--- src/rtl/vga_pkg.sv ---
// Shared VGA timing constants and image window geometry for the display back-end.
package vga_pkg;

    // 640x480@60 Hz horizontal timing, in pixels
    localparam int unsigned H_ACTIVE = 640;
    localparam int unsigned H_FP     = 16;
    localparam int unsigned H_SYNC   = 96;
    localparam int unsigned H_BP     = 48;
    localparam int unsigned H_TOTAL  = H_ACTIVE + H_FP + H_SYNC + H_BP;
    localparam int unsigned HS_START = H_ACTIVE + H_FP;
    localparam int unsigned HS_END   = HS_START + H_SYNC - 1;

    // Vertical timing, in lines
    localparam int unsigned V_ACTIVE = 480;
    localparam int unsigned V_FP     = 10;
    localparam int unsigned V_SYNC   = 2;
    localparam int unsigned V_BP     = 33;
    localparam int unsigned V_TOTAL  = V_ACTIVE + V_FP + V_SYNC + V_BP;
    localparam int unsigned VS_START = V_ACTIVE + V_FP;
    localparam int unsigned VS_END   = VS_START + V_SYNC - 1;

    // Pixel clock divider and upstream pipeline depth
    localparam int unsigned CLK_DIV  = 4;
    localparam int unsigned PIPE_LAT = 2;

    // Stored image window and ROM addressing
    localparam int unsigned IMG_W    = 160;
    localparam int unsigned IMG_H    = 120;
    localparam int unsigned ADDR_W   = 15;

    // Datapath widths
    localparam int unsigned H_CNT_W  = 10;
    localparam int unsigned V_CNT_W  = 10;
    localparam int unsigned RGB_W    = 4;

endpackage

--- src/rtl/vga_timing_gen.sv ---
// Pixel-clock divider, h/v raster counters and raw (undelayed) sync/window flags.
module vga_timing_gen
    import vga_pkg::*;
#(
    parameter int unsigned CFG_H_ACTIVE = H_ACTIVE,
    parameter int unsigned CFG_H_FP     = H_FP,
    parameter int unsigned CFG_H_SYNC   = H_SYNC,
    parameter int unsigned CFG_H_BP     = H_BP,
    parameter int unsigned CFG_V_ACTIVE = V_ACTIVE,
    parameter int unsigned CFG_V_FP     = V_FP,
    parameter int unsigned CFG_V_SYNC   = V_SYNC,
    parameter int unsigned CFG_V_BP     = V_BP,
    parameter int unsigned CFG_CLK_DIV  = CLK_DIV,
    parameter int unsigned CFG_IMG_W    = IMG_W,
    parameter int unsigned CFG_IMG_H    = IMG_H
) (
    input  logic               clk,
    input  logic               rst_n,
    output logic               pix_tick,
    output logic               frame_start,
    output logic [H_CNT_W-1:0] h_cnt,
    output logic [V_CNT_W-1:0] v_cnt,
    output logic               hs0_c,
    output logic               vs0_c,
    output logic               act0_c,
    output logic               img0_c
);

    localparam int unsigned H_TOT   = CFG_H_ACTIVE + CFG_H_FP + CFG_H_SYNC + CFG_H_BP;
    localparam int unsigned V_TOT   = CFG_V_ACTIVE + CFG_V_FP + CFG_V_SYNC + CFG_V_BP;
    localparam int unsigned HS_BEG  = CFG_H_ACTIVE + CFG_H_FP;
    localparam int unsigned HS_LAST = HS_BEG + CFG_H_SYNC - 1;
    localparam int unsigned VS_BEG  = CFG_V_ACTIVE + CFG_V_FP;
    localparam int unsigned VS_LAST = VS_BEG + CFG_V_SYNC - 1;
    localparam int unsigned DIV_W   = $clog2(CFG_CLK_DIV);

    logic [DIV_W-1:0] div_cnt;
    logic             pre_tick;
    logic             div_last;

    // pix_tick is registered, so it is loaded one cycle ahead of div_cnt reaching its last value
    assign pre_tick = (div_cnt == DIV_W'(CFG_CLK_DIV - 2));
    assign div_last = (div_cnt == DIV_W'(CFG_CLK_DIV - 1));

    // Clock divider producing the one-clk pixel strobe and the frame marker
    always_ff @(posedge clk or negedge rst_n) begin
        if (!rst_n) begin
            div_cnt     <= '0;
            pix_tick    <= 1'b0;
            frame_start <= 1'b0;
        end else begin
            div_cnt     <= div_last ? '0 : div_cnt + 1'b1;
            pix_tick    <= pre_tick;
            frame_start <= pre_tick && (h_cnt == '0) && (v_cnt == '0);
        end
    end

    // Raster counters, advancing once per pixel
    always_ff @(posedge clk or negedge rst_n) begin
        if (!rst_n) begin
            h_cnt <= '0;
            v_cnt <= '0;
        end else if (pix_tick) begin
            if (h_cnt == H_CNT_W'(H_TOT - 1)) begin
                h_cnt <= '0;
                v_cnt <= (v_cnt == V_CNT_W'(V_TOT - 1)) ? '0 : v_cnt + 1'b1;
            end else begin
                h_cnt <= h_cnt + 1'b1;
            end
        end
    end

    // Stage-0 sync, visible-area and image-window flags decoded from the counters
    always_comb begin
        hs0_c  = !((h_cnt >= H_CNT_W'(HS_BEG)) && (h_cnt <= H_CNT_W'(HS_LAST)));
        vs0_c  = !((v_cnt >= V_CNT_W'(VS_BEG)) && (v_cnt <= V_CNT_W'(VS_LAST)));
        act0_c = (h_cnt < H_CNT_W'(CFG_H_ACTIVE)) && (v_cnt < V_CNT_W'(CFG_V_ACTIVE));
        img0_c = (h_cnt < H_CNT_W'(CFG_IMG_W)) && (v_cnt < V_CNT_W'(CFG_IMG_H));
    end

endmodule

--- src/rtl/vga_display_ctrl.sv ---
// VGA back-end: ROM address generation, sync/RGB alignment and registered pin drivers.
module vga_display_ctrl
    import vga_pkg::*;
#(
    parameter int unsigned CFG_H_ACTIVE = H_ACTIVE,
    parameter int unsigned CFG_H_FP     = H_FP,
    parameter int unsigned CFG_H_SYNC   = H_SYNC,
    parameter int unsigned CFG_H_BP     = H_BP,
    parameter int unsigned CFG_V_ACTIVE = V_ACTIVE,
    parameter int unsigned CFG_V_FP     = V_FP,
    parameter int unsigned CFG_V_SYNC   = V_SYNC,
    parameter int unsigned CFG_V_BP     = V_BP,
    parameter int unsigned CFG_CLK_DIV  = CLK_DIV,
    parameter int unsigned CFG_IMG_W    = IMG_W,
    parameter int unsigned CFG_IMG_H    = IMG_H,
    parameter int unsigned CFG_ADDR_W   = ADDR_W,
    parameter int unsigned CFG_PIPE_LAT = PIPE_LAT
) (
    input  logic                  clk,
    input  logic                  rst_n,
    input  logic [RGB_W-1:0]      pix_r,
    input  logic [RGB_W-1:0]      pix_g,
    input  logic [RGB_W-1:0]      pix_b,
    output logic [CFG_ADDR_W-1:0] img_addr,
    output logic                  pix_tick,
    output logic                  frame_start,
    output logic                  vga_hs,
    output logic                  vga_vs,
    output logic [RGB_W-1:0]      vga_r,
    output logic [RGB_W-1:0]      vga_g,
    output logic [RGB_W-1:0]      vga_b
);

    // One stage runs alongside the img_addr register, the rest cover the upstream ROM/filter latency
    localparam int unsigned DLY = CFG_PIPE_LAT + 1;

    logic [H_CNT_W-1:0]    h_cnt;
    logic [V_CNT_W-1:0]    v_cnt;
    logic                  hs0;
    logic                  vs0;
    logic                  act0;
    logic                  img0;
    logic [CFG_ADDR_W-1:0] addr_c;
    logic [DLY-1:0]        hs_d;
    logic [DLY-1:0]        vs_d;
    logic [DLY-1:0]        act_d;
    logic [DLY-1:0]        img_d;
    logic                  show;

    vga_timing_gen #(
        .CFG_H_ACTIVE (CFG_H_ACTIVE),
        .CFG_H_FP     (CFG_H_FP),
        .CFG_H_SYNC   (CFG_H_SYNC),
        .CFG_H_BP     (CFG_H_BP),
        .CFG_V_ACTIVE (CFG_V_ACTIVE),
        .CFG_V_FP     (CFG_V_FP),
        .CFG_V_SYNC   (CFG_V_SYNC),
        .CFG_V_BP     (CFG_V_BP),
        .CFG_CLK_DIV  (CFG_CLK_DIV),
        .CFG_IMG_W    (CFG_IMG_W),
        .CFG_IMG_H    (CFG_IMG_H)
    ) u_timing (
        .clk         (clk),
        .rst_n       (rst_n),
        .pix_tick    (pix_tick),
        .frame_start (frame_start),
        .h_cnt       (h_cnt),
        .v_cnt       (v_cnt),
        .hs0_c       (hs0),
        .vs0_c       (vs0),
        .act0_c      (act0),
        .img0_c      (img0)
    );

    // Linear image address inside the window, parked at 0 outside it
    always_comb begin
        addr_c = '0;
        if (img0) begin
            addr_c = CFG_ADDR_W'(32'(v_cnt) * CFG_IMG_W + 32'(h_cnt));
        end
    end

    // Address register and sync/window delay lines, all advancing on the pixel strobe
    always_ff @(posedge clk or negedge rst_n) begin
        if (!rst_n) begin
            img_addr <= '0;
            hs_d     <= '1;
            vs_d     <= '1;
            act_d    <= '0;
            img_d    <= '0;
        end else if (pix_tick) begin
            img_addr <= addr_c;
            hs_d     <= {hs_d[DLY-2:0], hs0};
            vs_d     <= {vs_d[DLY-2:0], vs0};
            act_d    <= {act_d[DLY-2:0], act0};
            img_d    <= {img_d[DLY-2:0], img0};
        end
    end

    // Upstream pixel data is only trusted inside both the visible area and the image window
    assign show = act_d[DLY-1] && img_d[DLY-1];

    // Pin drivers: sync and RGB leave together from one register stage
    always_ff @(posedge clk or negedge rst_n) begin
        if (!rst_n) begin
            vga_hs <= 1'b1;
            vga_vs <= 1'b1;
            vga_r  <= '0;
            vga_g  <= '0;
            vga_b  <= '0;
        end else if (pix_tick) begin
            vga_hs <= hs_d[DLY-1];
            vga_vs <= vs_d[DLY-1];
            vga_r  <= show ? pix_r : '0;
            vga_g  <= show ? pix_g : '0;
            vga_b  <= show ? pix_b : '0;
        end
    end

endmodule

--- config.mk ---
export PLATFORM = sky130hd
export DESIGN_NAME = vga_display_ctrl
export DESIGN_NICKNAME = d
export VERILOG_FILES = /design/src/rtl/vga_pkg.sv /design/src/rtl/vga_timing_gen.sv /design/src/rtl/vga_display_ctrl.sv
export SDC_FILE = /design/constraint.sdc
export NUM_CORES = 1
export LEC_CHECK = 0
export CORE_UTILIZATION = 40
export CTS_BUF_LIST = sky130_fd_sc_hd__clkbuf_4 sky130_fd_sc_hd__clkbuf_8 sky130_fd_sc_hd__clkbuf_16
export CTS_CLUSTER_SIZE = 40
export DETAILED_ROUTE_END_ITERATION = 8
export DONT_BUFFER_PORTS = 1
export SYNTH_ARGS = -nofsm -noshare
export SYNTH_HDL_FRONTEND = slang
export SYNTH_SLANG_ARGS = --single-unit
--- constraint.sdc ---
create_clock -name clk -period 6.5 [get_ports clk]
set_input_delay 1.3 -clock clk [delete_from_list [all_inputs] [get_ports clk]]
set_output_delay 1.3 -clock clk [all_outputs]
set_load 0.01 [all_outputs]
==> run_1/met2.png <==
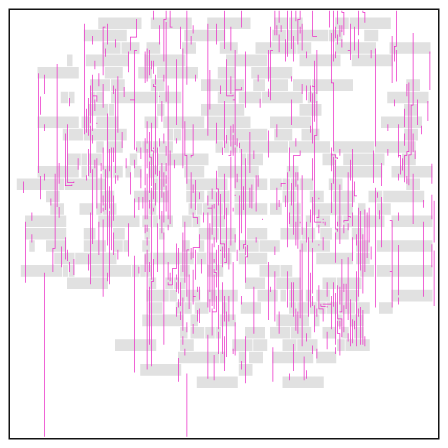
nets with wire on the layer = 278
main direction = vertical
share of all routed wire = 47%
longest straight run = 35.9 um
wire length on this layer = 3080 um
Vias: 2241
met2 Usage GRT: 24.76%
WL final: 6599 um

==> run_1/final_congestion.png <==
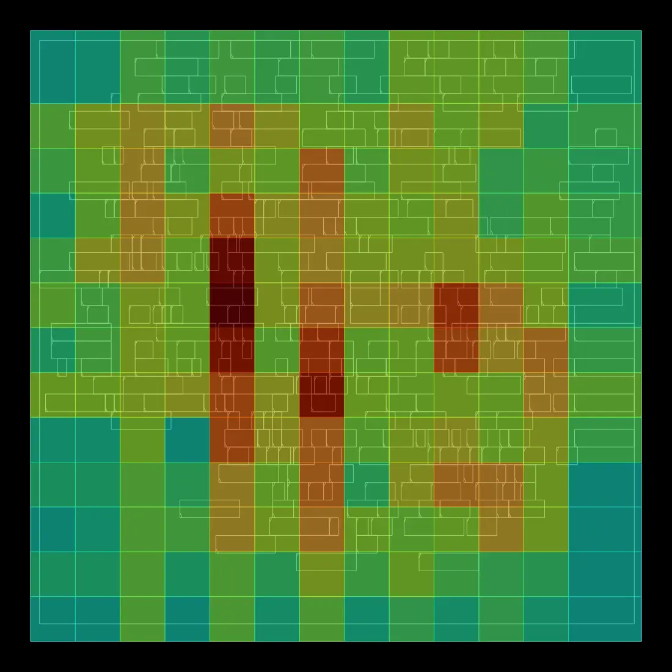
grt met1 use: 20.41%
GRT busiest layer: met2

==> flow_metrics.env, run 1 <==
# physical design summary
export IMPL_flop_cell="dfrtp_1"
export IMPL_syn_avg_cell_area_um2=11.29
export IMPL_yosys_area_um2=3387
export IMPL_crit_top_cell="ha_1"
export IMPL_outcome="finished clean"
export IMPL_hpwlAfterDp_um=4511
export IMPL_clock_path_buffers=2
export IMPL_fp_util_pct=41.22
export IMPL_synthAdderAreaFrac_pct=10.05
export IMPL_top_cell_area_share_pct=42.11
export IMPL_crit_type="reg2reg"
export IMPL_drc=0
export IMPL_path_depth=10
export IMPL_synthTopCellsByArea="dfrtp_1, ha_1, a22o_1"
export IMPL_comb_area_um2=1649
export IMPL_setup_violations=0
export IMPL_cp_max_fo=12
export IMPL_start_kind="flip-flop"
export IMPL_irDropWorstVdd_mv=0.1068
export IMPL_synth_cells=300
export IMPL_power_switching_mw=0.1664
export IMPL_slew_violations=0
export IMPL_antenna_found_initial=0
export IMPL_power_top_group="registers"
export IMPL_mux_area_share_pct=4.248
export IMPL_crit_buf_inv=0
export IMPL_tightestPinTransition_ps=915.3
export IMPL_layout_nonclk_buf_share_pct=0.2039
export IMPL_n_tap_cell=105
export IMPL_timing_rr_start="u_timing.v_cnt[3]"
export IMPL_synth_stat_cells=300
export IMPL_avgViaCountPerCell=5.506
export IMPL_edf_count=0
export IMPL_synth_warnings=0
export IMPL_rrSetupSlack_ps=3450
export IMPL_min_from="u_timing.div_cnt[0]"
export IMPL_grt_overflow=0
export IMPL_swShare_pct=20.97
export IMPL_final_seq_area_um2=1637
export IMPL_drive_gt1_share_pct=14.57
export IMPL_hold_violations=0
==> run_1/metal_stack.png <==
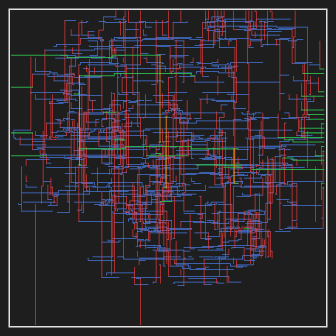
orange -> met4  # wire length 83.6 um
red -> met2  # wire length 3080 um
blue -> met1  # wire length 3130 um
green -> met3  # wire length 310 um
Routed wire per std cell: 16.21 um
Total GRT Usage: 15.86%

==> run_1/clock_map.png <==
Scale bar: 20 um.
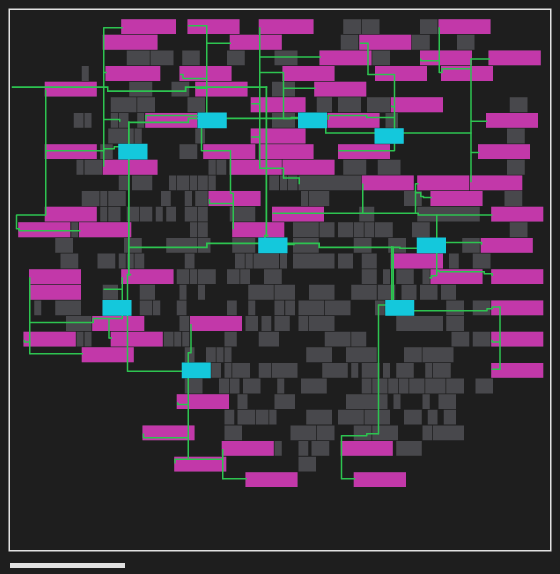
green -> clock wires  # length 878 um
cyan -> cells driving clock nets  # count 9
magenta -> flip-flops  # count 65
routed clock nets = 10
flops lie = widely spread
Worst-Skew Late Latency: 350 ps
clk_skew: 9.081 ps
clock group share of total power: 47.5%
clk pwr: 0.377 mW

run 1: sequential cells by signal, summed over array words and instances, names as in the netlist, 2 cells and up:
| signal | count |
|---|---|
| u_timing.div_cnt | 2 |
| vga_g | 4 |
| u_timing.v_cnt | 10 |
| hs_d | 3 |
| img_addr | 15 |
| vs_d | 3 |
| vga_b | 4 |
| img_d | 3 |
| u_timing.h_cnt | 10 |
| vga_r | 4 |
| act_d | 3 |
run 1: metrics by stage:
stage               cells  instance area [um2]  setup WS [ps]  hold slack (ps)
floorplan             300                 3387           3746            427.9
global placement      391                 3462           3617            440.7
detailed placement    391                 3462           3497            444.8
CTS                   407                 3681           3457            454.9
global route          407                 3681           3297            484.3
finish                407                 3681           3453            453.9
==> run_1/met3.png <==
Scale bar: 20 um.
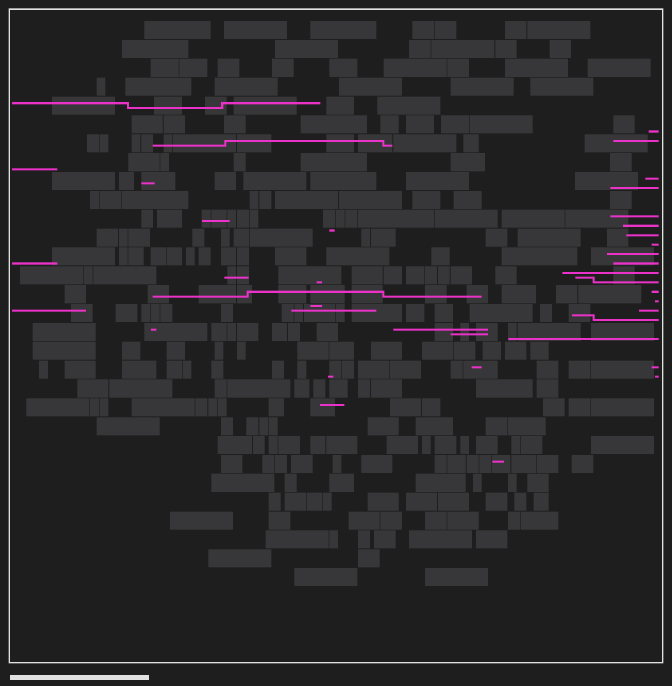

==> run 2: changes to the inputs <==
clock period = 2.45 ns   (was 6.5 ns; I/O delays follow)
==> run_2/met3.png <==
Scale bar: 20 um.
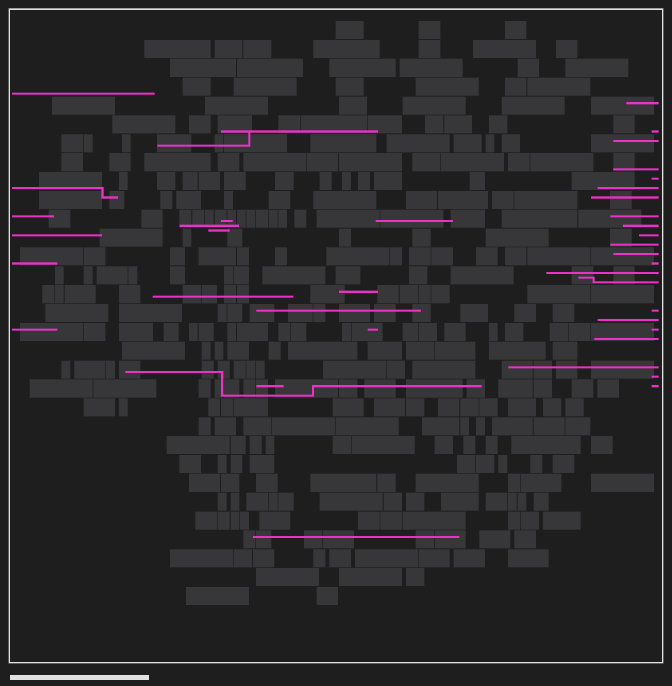
wire length on this layer = 400 um
nets with wire on the layer = 35
share of all routed wire = 5.6%

==> flow_metrics.env, run 2 <==
# physical design summary
export IMPL_dpl_cell_area_um2=3699
export IMPL_tightestPinTransition_ps=640.8
export IMPL_violations="negative setup slack"
export IMPL_n_sequential_cell=65
export IMPL_synthMostInstantiatedCell="dfrtp_1"
export IMPL_comb_area_um2=1784
export IMPL_top_register="img_addr"
export IMPL_flop_cell="dfrtp_1"
export IMPL_hpwlAfterDp_um=4910
export IMPL_dp_cells=417
export IMPL_top_area_cell="dfrtp_1"
export IMPL_synth_warnings=0
export IMPL_clk_share_pct=4.989
export IMPL_grt_overflow=0
export IMPL_power_top_group="registers"
export IMPL_drv_cap=0
export IMPL_clock_path_buffers=2
export IMPL_ys_sh_xor_pct=7.130
export IMPL_stdcell_area_um2=4038
export IMPL_drive_gt1_share_pct=26.67
export IMPL_fp_util_pct=41.22
export IMPL_clock_latency_ps=340
export IMPL_crit_buf_inv=0
export IMPL_common_cells="dfrtp_1, a22o_1, ha_1"
export IMPL_clock_buffers=9
export IMPL_power_switching_mw=0.4720
export IMPL_cts_repair_resized=10
export IMPL_edf_count=0
export IMPL_drc=0
export IMPL_wl_per_cell_um=16.38
export IMPL_worst_slack_ps=-116.8
export IMPL_hold_buffers=1
export IMPL_core_area_um2=8217
export IMPL_pwr_share_seq_pct=53.5
export IMPL_crit_top_cell="ha_4"
export IMPL_yosys_area_um2=3387
export IMPL_mux_area_share_pct=4.248
export IMPL_final_seq_area_um2=1638
export IMPL_dp_slack_ps=-202.3
export IMPL_rrSetupSlack_ps=-120
export IMPL_vias=2371
export IMPL_cts_sinks=65
export IMPL_syn_num_nets=340
export IMPL_synth_cells=300
export IMPL_final_cells=435
export IMPL_synthTopCellsByArea="dfrtp_1, ha_1, a22o_1"
export IMPL_top_cell_area_share_pct=42.11
export IMPL_slew_violations=0
export IMPL_wirelength_um=7126
export IMPL_start_kind="flip-flop"
export IMPL_hold_violations=0
export IMPL_grt_usage_pct=17.90
export IMPL_cp_max_fo=2
export IMPL_layout_nonclk_buf_share_pct=6.074
export IMPL_power_clock_mw=0.918
export IMPL_largestRegisters="img_addr: 15 flops, u_timing.h_cnt: 10 flops, u_timing.v_cnt: 10 flops"
export IMPL_synthAdderAreaFrac_pct=10.05
export IMPL_outcome="complete, but fails checks"
export IMPL_fin_hold_ws_ps=23.42
export IMPL_final_setup_skew_ps=11.86
export IMPL_irDropWorstVdd_mv=0.3507
export IMPL_n_tap_cell=105
export IMPL_syn_avg_cell_area_um2=11.29
export IMPL_max_stage_delay_ps=430
export IMPL_setup_violations=2
export IMPL_swShare_pct=23.05
export IMPL_clkPwrFrac_pct=44.8
export IMPL_utilization_pct=49.14
export IMPL_antenna_found_initial=0
export IMPL_largest_register_ffs=15
export IMPL_crit_chain="ha_4 > ha_4 > fa_2 > a21o_4 > a2111oi_4 > mux2i_1 > a2111oi_2 > xnor2_1 > o2bb2ai_1"
export IMPL_seq_power_mw=1.09
export IMPL_crit_type="reg2reg"
export IMPL_synth_stat_cells=300
export IMPL_avgViaCountPerCell=5.451
-- run 2: path summary, 6_finish.rpt --
path	start	end	depth (start not counted)
worst max-delay path	u_timing.v_cnt[1]	img_addr[14]	9
worst min-delay path	rst_n	u_timing.v_cnt[4]	1
worst max register to register	u_timing.v_cnt[1]	img_addr[14]	9
worst min register to register	u_timing.div_cnt[0]	u_timing.div_cnt[0]	1
max in group asynchronous	rst_n	hs_d[0]	1
min in group clk	pix_g[1]	vga_g[1]	1
-- run 2: per-layer routing --
metal  vias up  share of wire, %  track usage, %
li1       1150                 -               -
met1      1161                47           23.85
met2        54                47           27.37
met3         6               5.6           6.472
met4         0              0.80           4.744
met5         -                 0               0
==> run_2/met2.png <==
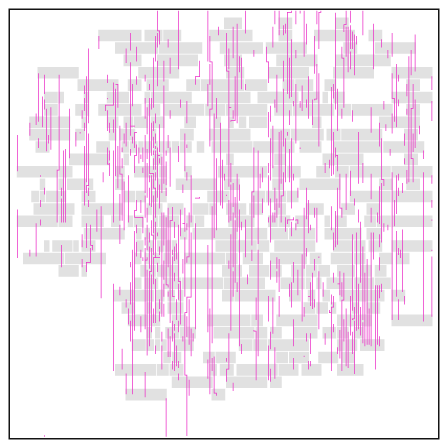

==> run 3: changes to the inputs <==
clock period = 3.2 ns   (was 2.45 ns; I/O delays follow)
==> run_3/met2.png <==
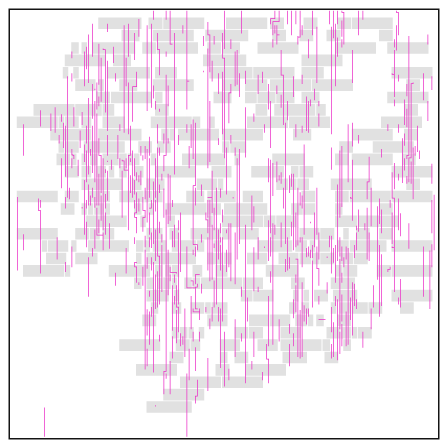
wire length on this layer = 3070 um
nets with wire on the layer = 276
longest straight run = 35.5 um
main direction = vertical

==> flow_metrics.env, run 3 <==
# physical design summary
export IMPL_outcome="finished clean"
export IMPL_crit_type="reg2reg"
export IMPL_synth_cells=300
export IMPL_start_kind="flip-flop"
export IMPL_r2r_end="img_addr[13]"
export IMPL_dp_slack_ps=239.4
export IMPL_final_setup_skew_ps=11.12
export IMPL_largestRegisters="img_addr: 15 flops, u_timing.h_cnt: 10 flops, u_timing.v_cnt: 10 flops"
export IMPL_stdcell_area_um2=3701
export IMPL_irDropWorstVdd_mv=0.2741
export IMPL_wl_per_cell_um=16.45
export IMPL_ys_types=45
export IMPL_final_cells=410
export IMPL_core_area_um2=8217
export IMPL_fin_hold_ws_ps=139.1
export IMPL_drtPass1Iterations=4
export IMPL_tightestPinTransition_ps=942.2
export IMPL_grt_most_used_layer="met2"
export IMPL_grt_overflow=0
export IMPL_hpwlAfterDp_um=4616
export IMPL_synthMostInstantiatedCell="dfrtp_1"
export IMPL_wl_met1_um=3210
export IMPL_setup_violations=0
export IMPL_cp_max_fo=9
export IMPL_ys_sh_xor_pct=7.130
export IMPL_crit_path_end="img_addr[13]"
export IMPL_clock_latency_ps=340
export IMPL_top_layer="met4"
export IMPL_cts_sinks=65
export IMPL_crit_chain="ha_1 > ha_1 > fa_1 > ha_1 > o21ai_0 > nor2_1 > o21bai_1 > nor3b_1 > xnor3_1 > a22o_1"
export IMPL_pwr_share_seq_pct=54.1
export IMPL_common_cells="dfrtp_1, a22o_1, ha_1"
export IMPL_wirelength_um=6745
export IMPL_largest_register_ffs=15
export IMPL_synthTopCellsByArea="dfrtp_1, ha_1, a22o_1"
export IMPL_power_clock_mw=0.687
export IMPL_grt_met3_usage_pct=6.230
export IMPL_avgViaCountPerCell=5.532
export IMPL_min_period_ps=2938
export IMPL_route_met3_wl_um=275
export IMPL_top_cell_area_share_pct=42.11
export IMPL_critPathLaunch="u_timing.v_cnt[1]"
export IMPL_swShare_pct=21.64
export IMPL_dpl_cell_area_um2=3477
export IMPL_drc=0
export IMPL_flop_cell="dfrtp_1"
export IMPL_hold_violations=0
export IMPL_grt_usage_pct=16.97
export IMPL_max_stage_delay_ps=490
export IMPL_wl_met2_um=3066
export IMPL_clkPwrFrac_pct=44.3
export IMPL_synth_stat_cells=300
export IMPL_edf_count=0
export IMPL_powerDensity_nw_per_um2=419.0
export IMPL_top_register="img_addr"
export IMPL_synth_warnings=0
export IMPL_relSlewSlack_pct=37.12
export IMPL_synthAdderAreaFrac_pct=10.05
export IMPL_antenna_found_initial=0
export IMPL_syn_avg_cell_area_um2=11.29
export IMPL_worst_slack_ps=261.5
export IMPL_slowest_stage="dfrtp_2"
export IMPL_hp_class="in2async"
export IMPL_power_top_group="registers"
export IMPL_top_area_cell="dfrtp_1"
export IMPL_dp_cells=393
export IMPL_utilization_pct=45.04
export IMPL_use_met1_pct=21.57
export IMPL_tns_ps=0
export IMPL_power_switching_mw=0.3355
export IMPL_vias=2268
export IMPL_timing_rr_start="u_timing.v_cnt[1]"
export IMPL_crit_top_cell="ha_1"
export IMPL_seq_power_mw=0.838
export IMPL_clock_path_buffers=2
export IMPL_slew_violations=0
export IMPL_rrSetupSlack_ps=260
export IMPL_drive_gt1_share_pct=15.74
export IMPL_fin_nets=340
export IMPL_detail_route_antenna_nets=0
export IMPL_fp_util_pct=41.22
export IMPL_mux_area_share_pct=4.248
export IMPL_reg2reg_depth=10
[run 3: cell counts after synthesis]
No cell type changed its count.
[run 3: cell type report]
type	instances	area (um2)	share of cell area, %
clock buffer	11	138.9	3.753
clock inverter	5	56.30	1.521
inverter	10	37.54	1.014
multi-input combinational	210	1649	44.56
sequential	65	1638	44.25
tap	105	131.4	3.550
timing repair buffer	4	50.05	1.352
[run 3: worst max-delay path: cells and delay by family, from the launching register on]
family | cells | cell delay, ps
and+or+nand+nor | 2 | 360
xor gates and xnor gates | 1 | 240
AOI/OAI and AO/OA | 3 | 410
DFF | 1 | 490
adders and majority gates | 4 | 1320
[run 3: repair_timing]
action / in CTS / in global routing
hold endpoints to repair: 57 / 0
gates resized: 0 / 1
hold buffers: 1 / 0
setup endpoints to repair: 0 / 1
Power and IR drop assume default switching activity.
